===== src/rtl/mem_pkg.sv =====
// mem_pkg: shared funct3 encodings, FSM state type and request legality check for the data-memory initiator
package mem_pkg;

    localparam logic [2:0] F3_B  = 3'b000;
    localparam logic [2:0] F3_H  = 3'b001;
    localparam logic [2:0] F3_W  = 3'b010;
    localparam logic [2:0] F3_BU = 3'b100;
    localparam logic [2:0] F3_HU = 3'b101;

    typedef enum logic [1:0] {IDLE, ACCESS, WRITE} mau_state_t;

    // Stores only exist as B/H/W; loads additionally allow BU/HU
    function automatic logic mem_req_err(input logic write, input logic [2:0] funct3, input logic [1:0] offset);
        logic illegal;
        logic misaligned;
        illegal    = write ? (funct3 > F3_W) : (funct3 == 3'b011 || funct3[2:1] == 2'b11);
        misaligned = ((funct3 == F3_H || funct3 == F3_HU) && offset[0]) || (funct3 == F3_W && offset != 2'b00);
        return illegal || misaligned;
    endfunction

endpackage


===== src/rtl/byte_lane_unit.sv =====
// byte_lane_unit: little-endian lane extraction with sign/zero extension for loads,
// and sub-word merge into the current RAM word for read-modify-write stores
module byte_lane_unit
    import mem_pkg::*;
(
    input  logic [2:0]  funct3,
    input  logic [1:0]  offset,
    input  logic [31:0] word,
    input  logic [31:0] wdata,
    output logic [31:0] load_data,
    output logic [31:0] merged
);

    logic [7:0]  lane_byte;
    logic [15:0] lane_half;
    logic [31:0] mask;
    logic [31:0] lane_data;

    assign lane_byte = word[{offset, 3'b000} +: 8];
    assign lane_half = offset[1] ? word[31:16] : word[15:0];

    assign load_data = funct3 == F3_B  ? {{24{lane_byte[7]}}, lane_byte} :
                       funct3 == F3_BU ? {24'h0, lane_byte} :
                       funct3 == F3_H  ? {{16{lane_half[15]}}, lane_half} :
                       funct3 == F3_HU ? {16'h0, lane_half} : word;

    // Replicating the store lane lets the mask alone pick its position
    assign mask      = funct3 == F3_B ? 32'h0000_00FF << {offset, 3'b000} : 32'h0000_FFFF << {offset[1], 4'b0000};
    assign lane_data = funct3 == F3_B ? {4{wdata[7:0]}} : {2{wdata[15:0]}};
    assign merged    = (funct3 == F3_B || funct3 == F3_H) ? (word & ~mask) | (lane_data & mask) : wdata;

endmodule


===== src/rtl/mem_access_unit.sv =====
// mem_access_unit: MEM-stage initiator turning byte-addressed RV32I loads/stores into
// word-wide RAM accesses, using read-modify-write for SB/SH
module mem_access_unit
    import mem_pkg::*;
#(
    parameter  int ADDRESS_SIZE = 1024,
    localparam int A_S          = $clog2(ADDRESS_SIZE)
)(
    input  logic           CLK,
    input  logic           RST_N,
    input  logic           REQ_VALID,
    output logic           REQ_READY,
    input  logic           REQ_WRITE,
    input  logic [2:0]     REQ_FUNCT3,
    input  logic [31:0]    REQ_ADDR,
    input  logic [31:0]    REQ_WDATA,
    output logic           RESP_VALID,
    output logic           RESP_ERR,
    output logic [31:0]    LOAD_DATA,
    output logic [A_S-1:0] RAM_ADDRESS,
    output logic           RAM_MEM_WRITE,
    output logic [31:0]    RAM_WRITE_DATA,
    input  logic [31:0]    RAM_READ_DATA
);

    mau_state_t     state;
    logic [A_S+1:0] addr_q;
    logic [2:0]     funct3_q;
    logic [31:0]    wdata_q;
    logic [31:0]    merged_q;
    logic           write_q;
    logic [31:0]    lane_load;
    logic [31:0]    lane_merged;
    logic           unused_addr;

    // Upper address bits are dropped so accesses wrap modulo the RAM size
    assign unused_addr = ^REQ_ADDR[31:A_S+2];

    byte_lane_unit u_lane (
        .funct3    (funct3_q),
        .offset    (addr_q[1:0]),
        .word      (RAM_READ_DATA),
        .wdata     (wdata_q),
        .load_data (lane_load),
        .merged    (lane_merged)
    );

    assign REQ_READY      = state == IDLE;
    assign RAM_ADDRESS    = addr_q[A_S+1:2];
    assign RAM_MEM_WRITE  = RST_N & (state == WRITE | (state == ACCESS & write_q & funct3_q == F3_W));
    assign RAM_WRITE_DATA = state == WRITE ? merged_q : wdata_q;

    always_ff @(posedge CLK) begin
        if (!RST_N) begin
            state      <= IDLE;
            addr_q     <= '0;
            funct3_q   <= '0;
            wdata_q    <= '0;
            merged_q   <= '0;
            write_q    <= 1'b0;
            RESP_VALID <= 1'b0;
            RESP_ERR   <= 1'b0;
            LOAD_DATA  <= '0;
        end else begin
            RESP_VALID <= 1'b0;
            RESP_ERR   <= 1'b0;
            case (state)
                IDLE: if (REQ_VALID) begin
                    addr_q   <= REQ_ADDR[A_S+1:0];
                    funct3_q <= REQ_FUNCT3;
                    wdata_q  <= REQ_WDATA;
                    write_q  <= REQ_WRITE;
                    if (mem_req_err(REQ_WRITE, REQ_FUNCT3, REQ_ADDR[1:0])) begin
                        RESP_VALID <= 1'b1;
                        RESP_ERR   <= 1'b1;
                    end else begin
                        state <= ACCESS;
                    end
                end
                ACCESS: if (write_q && funct3_q != F3_W) begin
                    merged_q <= lane_merged;
                    state    <= WRITE;
                end else begin
                    LOAD_DATA  <= write_q ? LOAD_DATA : lane_load;
                    RESP_VALID <= 1'b1;
                    state      <= IDLE;
                end
                WRITE: begin
                    RESP_VALID <= 1'b1;
                    state      <= IDLE;
                end
                default: state <= IDLE;
            endcase
        end
    end

endmodule


===== config.mk =====
export PLATFORM = sky130hd
export DESIGN_NAME = mem_access_unit
export DESIGN_NICKNAME = d
export VERILOG_FILES = /design/src/rtl/mem_pkg.sv /design/src/rtl/byte_lane_unit.sv /design/src/rtl/mem_access_unit.sv
export SDC_FILE = /design/constraint.sdc
export NUM_CORES = 1
export LEC_CHECK = 0
export ABC_AREA = 1
export CAP_MARGIN = 15
export CORE_AREA = 2 2 127 129
export DETAILED_ROUTE_END_ITERATION = 10
export DIE_AREA = 0 0 129 131
export PLACE_DENSITY = 0.69
export SETUP_SLACK_MARGIN = 0.05
export SKIP_CTS_REPAIR_TIMING = 1
export SLEW_MARGIN = 20
export SYNTH_ARGS = -nofsm -noshare
export SYNTH_HDL_FRONTEND = slang
export SYNTH_SLANG_ARGS = --single-unit

===== constraint.sdc =====
create_clock -name CLK -period 1.47 [get_ports CLK]
set_input_delay 0.294 -clock CLK [delete_from_list [all_inputs] [get_ports CLK]]
set_output_delay 0.294 -clock CLK [all_outputs]
set_load 0.05 [all_outputs]

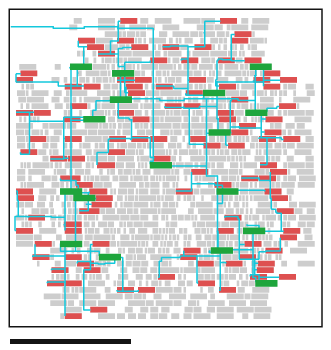
*Clock network drawn from the DEF, run 1*
Scale bar: 50 microns.
flip-flops -> red  # count 116
clock wires -> cyan  # length 1610 microns
cells driving clock nets -> green  # count 17
routed clock nets = 18
flops lie = widely spread

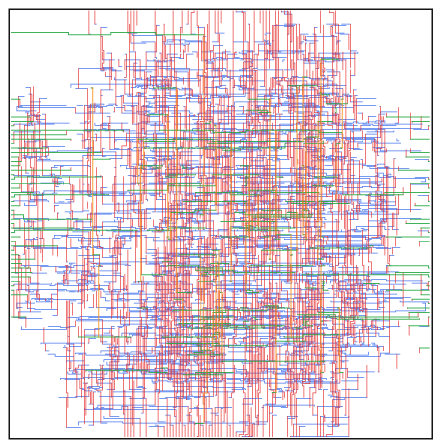
*Routed metal, one color a layer, run 1*
met2 -> red  # wire length 11500 microns
met4 -> orange  # wire length 1020 microns
met1 -> blue  # wire length 9470 microns
met3 -> green  # wire length 1870 microns
DR vias: 7145
GRT Util Overall: 0.2458
Routed wire per std cell: 17.87 microns
drt total wl: 23830 microns

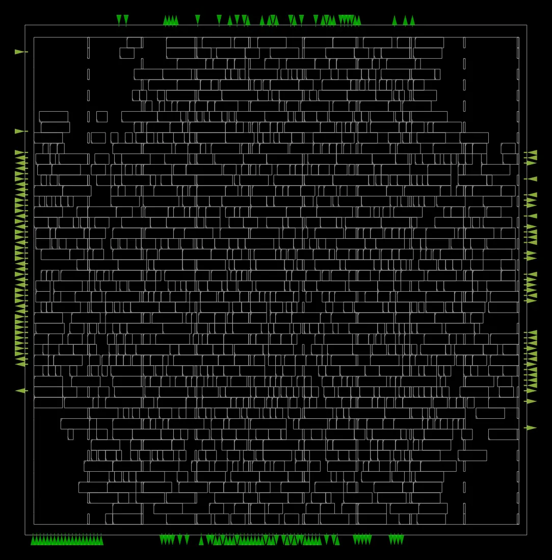
*Cell outlines without signal wires, run 1*
row cnt: 46
core area: 15600 sq um

==> run 1: how the worst max path moves through the flow <==
stage | start | endpoint | slack [ns] | cells after the start
final | state[1] | RAM_WRITE_DATA[14] | -0.47 | 7
after global routing | state[1] | RAM_WRITE_DATA[9] | -0.53 | 7
after CTS | state[1] | RAM_WRITE_DATA[13] | -0.47 | 6
after detailed placement | RAM_READ_DATA[15] | LOAD_DATA[28] | -0.34 | 8
after global placement | RAM_READ_DATA[15] | LOAD_DATA[26] | -0.25 | 8
after floorplan | state[1] | RAM_WRITE_DATA[3] | -0.008 | 4
==> run 1: layout make-up <==
type                    instances  share of cell area
flip-flops and latches        116              0.2063
inverters                     129             0.04485
well taps                     216             0.02386
multi-input cells             576              0.3569
repair buffers                268              0.3233
clock inverters                 6            0.002872
clock buffers                  22             0.04186
==> impl_metrics.toml, run 1 <==
# physical design summary
[final_timing]
hold_violations = 0
fin_ws_ns = -0.4703
tightest_slew_ns = 0.3716
finalSetupViolations = 91
fmax_mhz = 515.4
hold_slack_ns = 0.2811
skew_ns = 0.007293

[placement]
place_inst = 1267
port_buffers = 160

[critical_path]
path_cells = "inv_2, nor2_4, buf_4, buf_6, buf_4, o21ai_4, buf_12"
critPathKind = "register to output port"
path_buffers = 5
cp-start-kind = "register"

[synth]
top_area_cell = "dfxtp_1"
syn_inst = 884
yosys_area_sq_um = 6096
top_cells_by_count = "163 x o21ai_0, 142 x nand2_1, 116 x dfxtp_1"
syn-cell-area_sq_um = 6096
ys_seq_frac = 0.3810
ys_sh_simple = 0.1819
synthTopLogicFamily = "AND-OR/OR-AND gates"
synth.avg_cell_area_sq_um = 6.896
synth-main-ff-cell = "dfxtp_1"
ys_types = 28
fa_ha_area_frac = 0
synth.net_count = 987
edf_count = 0

[clock_tree]
cts.sinks = 116
path_clk_slew_ns = 0.05
cts_tree = "yes"
clock_path_buffers = 2
clock-root-buffer = "clkbuf_16"

[global_routing]
gr-usage-met1 = 0.3121
global_route.peak_usage_layer = "met2"
antenna_found_initial = 0

[min_path]
hold_depth = 4
whs_endpoint = "LOAD_DATA[12]"

[cells_and_area]
drive_above_1_share = 0.4082
post-route-util = 0.7262
seqCellArea_sq_um = 2337
n_fill_cell = 1048
comb_area_sq_um = 4043

[detailed_routing]
drt_iter0_drc = 866
top_layer = "met4"

[outcome]
status = "complete, but fails checks"
violations = "setup timing"

[floorplanning]
ios = 181

[power]
p_clk_mw = 3.64
powerComb_mw = 3.61
==> run 2, diff against run 1 <==
Settings changed: CORE_AREA 2 2 127 129 to 2 2 108 152, DIE_AREA 0 0 129 131 to 0 0 110 154.
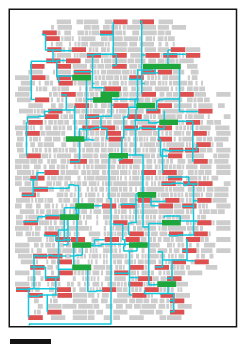
*Clock network drawn from the DEF, run 2*
Scale bar: 20 microns.
clock wires -> cyan  # length 1770 microns
cells driving clock nets -> green  # count 17
flip-flops -> red  # count 116
flops lie = widely spread
routed clock nets = 18
Clock group: 4.22 mW
clock latency on the worst-skew pair: 0.42 ns
Final Skew: 0.005595 ns

==> run 2 against run 1 <==
Count of clock-buffer cells in the layout fell by 4. Via count rose by 4.8%. Worst hold slack improved by 0.055 ns. Global-route usage rose by 1.0 points. Critical endpoint is now RAM_WRITE_DATA[0]. Largest cell class is now buffers. Sequential power barely moved. Critical path depth did not move. Synthesized area did not move. Sequential share of layout area fell by 0.54 points. The run still ends with setup timing left. Fmax fell by 0.72%. Setup slack got worse by 0.014 ns. Critical path type unchanged. Register-to-register slack barely moved.
==> impl_metrics.toml, run 2 <==
# physical design summary
[outcome]
status = "complete, but fails checks"
violations = "setup timing"

[global_routing]
antenna_found_initial = 0
grt_use_total = 0.2563

[detailed_routing]
top_layer = "met4"

[cells_and_area]
num-multi-input-gates = 574
buf_share = 0.3464
seq_share = 0.2009
clk_share = 0.05107
buffers_excl_clock = 297

[synth]
synth.avg_cell_area_sq_um = 6.896
ys_seq_frac = 0.3810
syn_inst = 884
top_area_cell = "dfxtp_1"
yosys_area_sq_um = 6096
fa_ha_area_frac = 0

[clock_tree]
clock_path_buffers = 2

[final_timing]
fin_ws_ns = -0.4844
hold_violations = 0
finalSetupViolations = 125
hold_slack_ns = 0.3365

[floorplanning]
core_sq_um = 15470

[critical_path]
critPathKind = "register to output port"
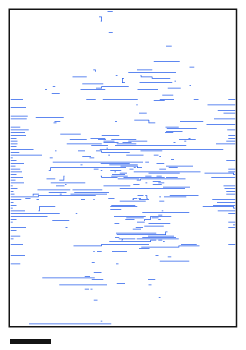
*Met3 routing, run 2*
Scale bar: 20 microns.
longest straight run = 59.8 microns
share of all routed wire = 7.8%
DR vias: 7486
met3 Usage GRT: 0.05087
drt total wl: 26080 microns

## run 2: cell count changes in the layout (fill, tap and decap cells not counted), sizes merged
cell,delta
buf,+29
clkbuf,-4
bufinv,+2
nand2,-2
clkinvlp,+5
inv,+2
## run 2: final timing paths
kind,end,slack (ns),cells after the start
setup / recovery,RAM_WRITE_DATA[0],-0.48,7
setup reg to reg,merged_q[31],-0.18,9
hold / removal,state[0],0.34,3
hold reg to reg,RESP_VALID,0.51,1
## run 2: power by group through the flow
stage / Sequential, mW / Clock [mW] / Combinational, mW
6_report: 3.44 / 4.22 / 3.53
5_1_grt: 3.45 / 4.37 / 3.69
4_1_cts: 3.42 / 4.21 / 2.88
3_5_place_dp: 3.49 / 0 / 2.87
3_3_place_gp: 3.48 / 0 / 2.85
2_1_floorplan: 3.57 / 0 / 1.41
No activity file was given, so power comes from the tool's default toggle rates.
